## src/rtl/prog_loader.sv

```systemverilog
// rtl/prog_loader.sv - UART byte-stream boot loader into instruction memory
//
// Accepts a length-prefixed, checksummed program image one byte at a time and
// writes it into instruction memory as little-endian 32-bit words while
// holding the CPU in reset.
//
// Image format: N[7:0] N[15:8] | 4*N data bytes | 8-bit sum of data bytes
//
// Ports:
//   clk        - clock, all state changes on the rising edge
//   reset      - asynchronous active-high reset
//   start      - one-cycle load request (honoured in IDLE, DONE, ERR)
//   byte_valid - byte_data valid this cycle
//   byte_data  - received byte
//   wr_en      - one-cycle instruction-memory write strobe
//   wr_addr    - word address of the write (held until next write)
//   wr_data    - instruction word of the write (held until next write)
//   cpu_hold   - keeps the CPU in reset while high
//   done       - sticky: image loaded and checksum matched
//   error      - sticky: load aborted (oversize, checksum, timeout)
module prog_loader #(
    parameter int ADDR_W      = 14,
    parameter int TIMEOUT_CYC = 1000000
) (
    input  logic              clk,
    input  logic              reset,
    input  logic              start,
    input  logic              byte_valid,
    input  logic [7:0]        byte_data,
    output logic              wr_en,
    output logic [ADDR_W-1:0] wr_addr,
    output logic [31:0]       wr_data,
    output logic              cpu_hold,
    output logic              done,
    output logic              error
);

    localparam int TO_W = $clog2(TIMEOUT_CYC + 1);
    // Largest legal word count; the compare is done one bit wider than N so
    // that ADDR_W = 16 still works.
    localparam logic [16:0]     MAX_WORDS = 17'(1) << ADDR_W;
    localparam logic [TO_W-1:0] TO_LAST   = TO_W'(TIMEOUT_CYC - 1);

    typedef enum logic [2:0] {
        IDLE,
        LEN_LO,
        LEN_HI,
        DATA,
        CSUM,
        DONE,
        ERR
    } state_t;

    state_t          state;
    logic [7:0]      len_lo;
    logic [15:0]     len;
    logic [15:0]     word_cnt;
    logic [1:0]      byte_cnt;
    logic [23:0]     asm_word;   // first three bytes of the word in flight
    logic [7:0]      csum;
    logic [TO_W-1:0] to_cnt;

    logic [15:0] n_rx;
    assign n_rx = {byte_data, len_lo};

    always_ff @(posedge clk or posedge reset) begin
        if (reset) begin
            state    <= IDLE;
            wr_en    <= 1'b0;
            wr_addr  <= '0;
            wr_data  <= '0;
            cpu_hold <= 1'b0;
            done     <= 1'b0;
            error    <= 1'b0;
            len_lo   <= '0;
            len      <= '0;
            word_cnt <= '0;
            byte_cnt <= '0;
            asm_word <= '0;
            csum     <= '0;
            to_cnt   <= '0;
        end else begin
            wr_en <= 1'b0;
            case (state)
                IDLE, DONE, ERR: begin
                    // byte_valid is ignored here, including alongside start
                    if (start) begin
                        state    <= LEN_LO;
                        cpu_hold <= 1'b1;
                        done     <= 1'b0;
                        error    <= 1'b0;
                        byte_cnt <= '0;
                        word_cnt <= '0;
                        csum     <= '0;
                        to_cnt   <= '0;
                    end
                end
                default: begin
                    if (byte_valid) begin
                        to_cnt <= '0;
                        case (state)
                            LEN_LO: begin
                                len_lo <= byte_data;
                                state  <= LEN_HI;
                            end
                            LEN_HI: begin
                                len <= n_rx;
                                if (n_rx == 16'd0) begin
                                    state <= CSUM;
                                end else if ({1'b0, n_rx} > MAX_WORDS) begin
                                    state <= ERR;
                                    error <= 1'b1;
                                end else begin
                                    state <= DATA;
                                end
                            end
                            DATA: begin
                                csum     <= csum + byte_data;
                                byte_cnt <= byte_cnt + 2'd1;
                                asm_word <= {byte_data, asm_word[23:8]};
                                if (byte_cnt == 2'd3) begin
                                    wr_en    <= 1'b1;
                                    wr_addr  <= ADDR_W'(word_cnt);
                                    wr_data  <= {byte_data, asm_word};
                                    word_cnt <= word_cnt + 16'd1;
                                    // len >= 1 here, so len - 1 cannot wrap
                                    if (word_cnt == len - 16'd1) begin
                                        state <= CSUM;
                                    end
                                end
                            end
                            CSUM: begin
                                if (byte_data == csum) begin
                                    state    <= DONE;
                                    done     <= 1'b1;
                                    cpu_hold <= 1'b0;
                                end else begin
                                    state <= ERR;
                                    error <= 1'b1;
                                end
                            end
                            default: ;
                        endcase
                    end else if (to_cnt == TO_LAST) begin
                        // TIMEOUT_CYC consecutive idle cycles
                        state <= ERR;
                        error <= 1'b1;
                    end else begin
                        to_cnt <= to_cnt + 1'b1;
                    end
                end
            endcase
        end
    end

endmodule

```

## config.mk

```make
export PLATFORM = sky130hd
export DESIGN_NAME = prog_loader
export DESIGN_NICKNAME = d
export VERILOG_FILES = /design/src/rtl/prog_loader.sv
export SDC_FILE = /design/constraint.sdc
export NUM_CORES = 1
export LEC_CHECK = 0
export CORE_AREA = 2 2 147 92
export CTS_CLUSTER_DIAMETER = 50
export DETAILED_ROUTE_END_ITERATION = 10
export DIE_AREA = 0 0 149 94
export PLACE_DENSITY = 0.85
export SYNTH_ARGS = -nofsm -noshare
export SYNTH_HDL_FRONTEND = slang
export SYNTH_SLANG_ARGS = --single-unit
export TNS_END_PERCENT = 50
```

## constraint.sdc

```tcl
create_clock -name clk -period 5.9 [get_ports clk]
set_input_delay 1.18 -clock clk [delete_from_list [all_inputs] [get_ports clk]]
set_output_delay 1.18 -clock clk [all_outputs]
set_load 0.01 [all_outputs]
```

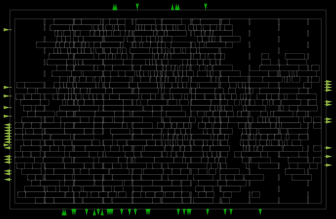
Fig. 1. Placement view.
flop count: 147
Cell Count, Final, Fillers Out: 864
Tapcells: 170
num rows: 32

==> flow_summary.ini <==
; physical design summary
[yosys]
synth-xor-area-share = 0.0686
ys_cells = 627
synth_top_area_share = 0.514
fp_nets = 652
edf_count = 0
yosys.cell_count.top_type = dfrtp_1
ys.flops = 147
synth_area_per_cell_um2 = 11.4
topCombFamilyByArea = multiplexers
simple_gate_share = 0.132
ys_async_sr_fraction = 1.00
ys_area_um2 = 7150
ys_seq_frac = 0.514
ys_sh_aoi = 0.0854
adder_share = 0.0248
top_area_cell = dfrtp_1
synth_cell_types = 59
netlist_area_um2 = 7150
synth_cells = 627
ff_type = dfrtp_1
synthTopCellsByCount = dfrtp_1, mux2_2, nor2_1
synth.area.mux_share = 0.148
area_leaders = dfrtp_1, mux2_2, xor2_1, xnor2_1, nor2_1

[setup_path]
cp_cell_sequence = clkdlybuf4s50_1 -> nor2b_1 -> o31ai_1 -> a2111o_1 -> nor3_1 -> nand4_1 -> xor2_1 -> nor2_1
endpoint_kind = register
worstReg2RegStart = state[0]
cp.depth = 8
cp.arrival_ns = 4.04
cp_slowest_stage_delay_ns = 0.75
cp-endpoint = word_cnt[11]
r2r-end = word_cnt[11]
crit_required_ns = 6.18
crit_type = input port to register
reg2reg_slack_ns = 2.56
cp_num_buf_inv = 1
startpoint = byte_valid
worst_path_max_delay_cell = a2111o_1
crit_family = simple AND/OR/NAND/NOR gates
start_kind = input port

[clock_tree]
cts_tree = done
insertion_delay_ns = 0.43
numCtsBuffers = 17
post_cts_buffers = 0
ctsHoldBuffers = 0
ctsResizeCount = 0
cts.sinks = 147
clk_pin_slew_ns = 0.06
cts_buffer_depth = 2

[finish]
final_area_um2 = 8450
final_common_cell = dfrtp_1
lay_top_cells = dfrtp_1, mux2_2, clkdlybuf4s50_1
largest_cell_class = sequential cells
utilization = 0.672
nets = 706
sh_seq_area = 0.436
buffer_area_frac = 0.0767
area_growth_syn_to_layout_pct = 18.1
top_regs = wr_data: 32 flops, asm_word: 24 flops, to_cnt: 20 flops
largest_reg_flops = 32
drive_gt1_frac = 0.206
n_all_buffers = 66
fillers = 895
comb_area_um2 = 3290
num_antenna_cells = 0
nMultiInputCombCells = 433
n_clock_buffer = 18
regMostFlops = wr_data
register_area_um2 = 3680
clock_area_frac = 0.0658
nNonClkInverters = 16
sh_comb_area = 0.389

[power_and_ir_drop]
p_leak_nw = 3.72
clock_power_share = 0.241
vdd_drop_max_mv = 0.259
powerSeq_mw = 1.66
p_seq_frac = 0.393
power_frac_comb = 0.367
power.total_mw = 4.23
internal_power_mw = 2.65
maxPowerGroup = registers
p_per_area_nw_per_um2 = 501
powerClk_mw = 1.02
p_sw_mw = 1.58
sw_frac_of_total = 0.373
comb-power_mw = 1.55

[floorplanning]
fp.dieW_um = 149
fp_util = 0.569
core_area_um2 = 12600
die_h_um = 94
die_area_um2 = 14000

[grt]
grt_max_degree = 111
grtUsageTotal = 0.245
antenna_found_initial = 0
grt_pass1_wl_um = 26600
grt_pass1_vias = 5153
met2_usage = 0.361
grtUsageMet1 = 0.354
top_usage_layer = met2
overflow = 0

[routing]
postRouteAntennaNets = 0
wl_per_cell_um = 18.6
drt_pre_antenna_iters = 6
drt-initial-drc-count = 517
route.layer.met1.wl_um = 7510
via_per_inst = 6.09
dr.max_layer_used = met4
drc = 0
via_count = 5262
met3_length_um = 1170
met2_length_um = 7020

[timing]
slew_headroom = 0.334
worst_pin_slew_ns = 0.991
fin_skew_ns = 0.00871
drv_slew = 0
fin_crit_ns = 3.77
hold_viol_final = 0
fmax_mhz = 265
setup_ws_ns = 2.13
hold_ws_ns = 0.495
finalSetupViolCount = 0
tns_ns = 0
rsz0062_at_grt = false
fin_crit_sh = 0.639

[placement]
place_area_um2 = 7890
gp_congestion = 0.908
pre_cts_ws_ns = 1.75
dp.cells = 832
hpwl_um = 10600

[run]
openroad.warnings = 28
max_cap_viol_count = 0

[min_path]
min_path_cells = 2
hold_end = wr_addr[1]
holdCritPathClass = register to register
min-delay-start = wr_addr[1]

[run_status]
status = finished, final reports clean
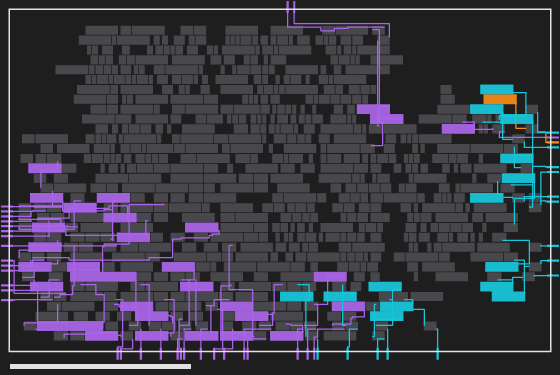
Fig. 2. Port wiring.
The bar under the picture is 50 µm long.
- orange: `wr_en` (bits 1; direction output; end cells 1; buffers 1; wire 15.8 µm)
- purple: `wr_data` (bits 32; direction output; end cells 32; buffers 32; wire 1,120 µm)
- cyan: `wr_addr` (bits 14; direction output; end cells 14; buffers 14; wire 303 µm)
I/O pins: 62
PortBufs: 61

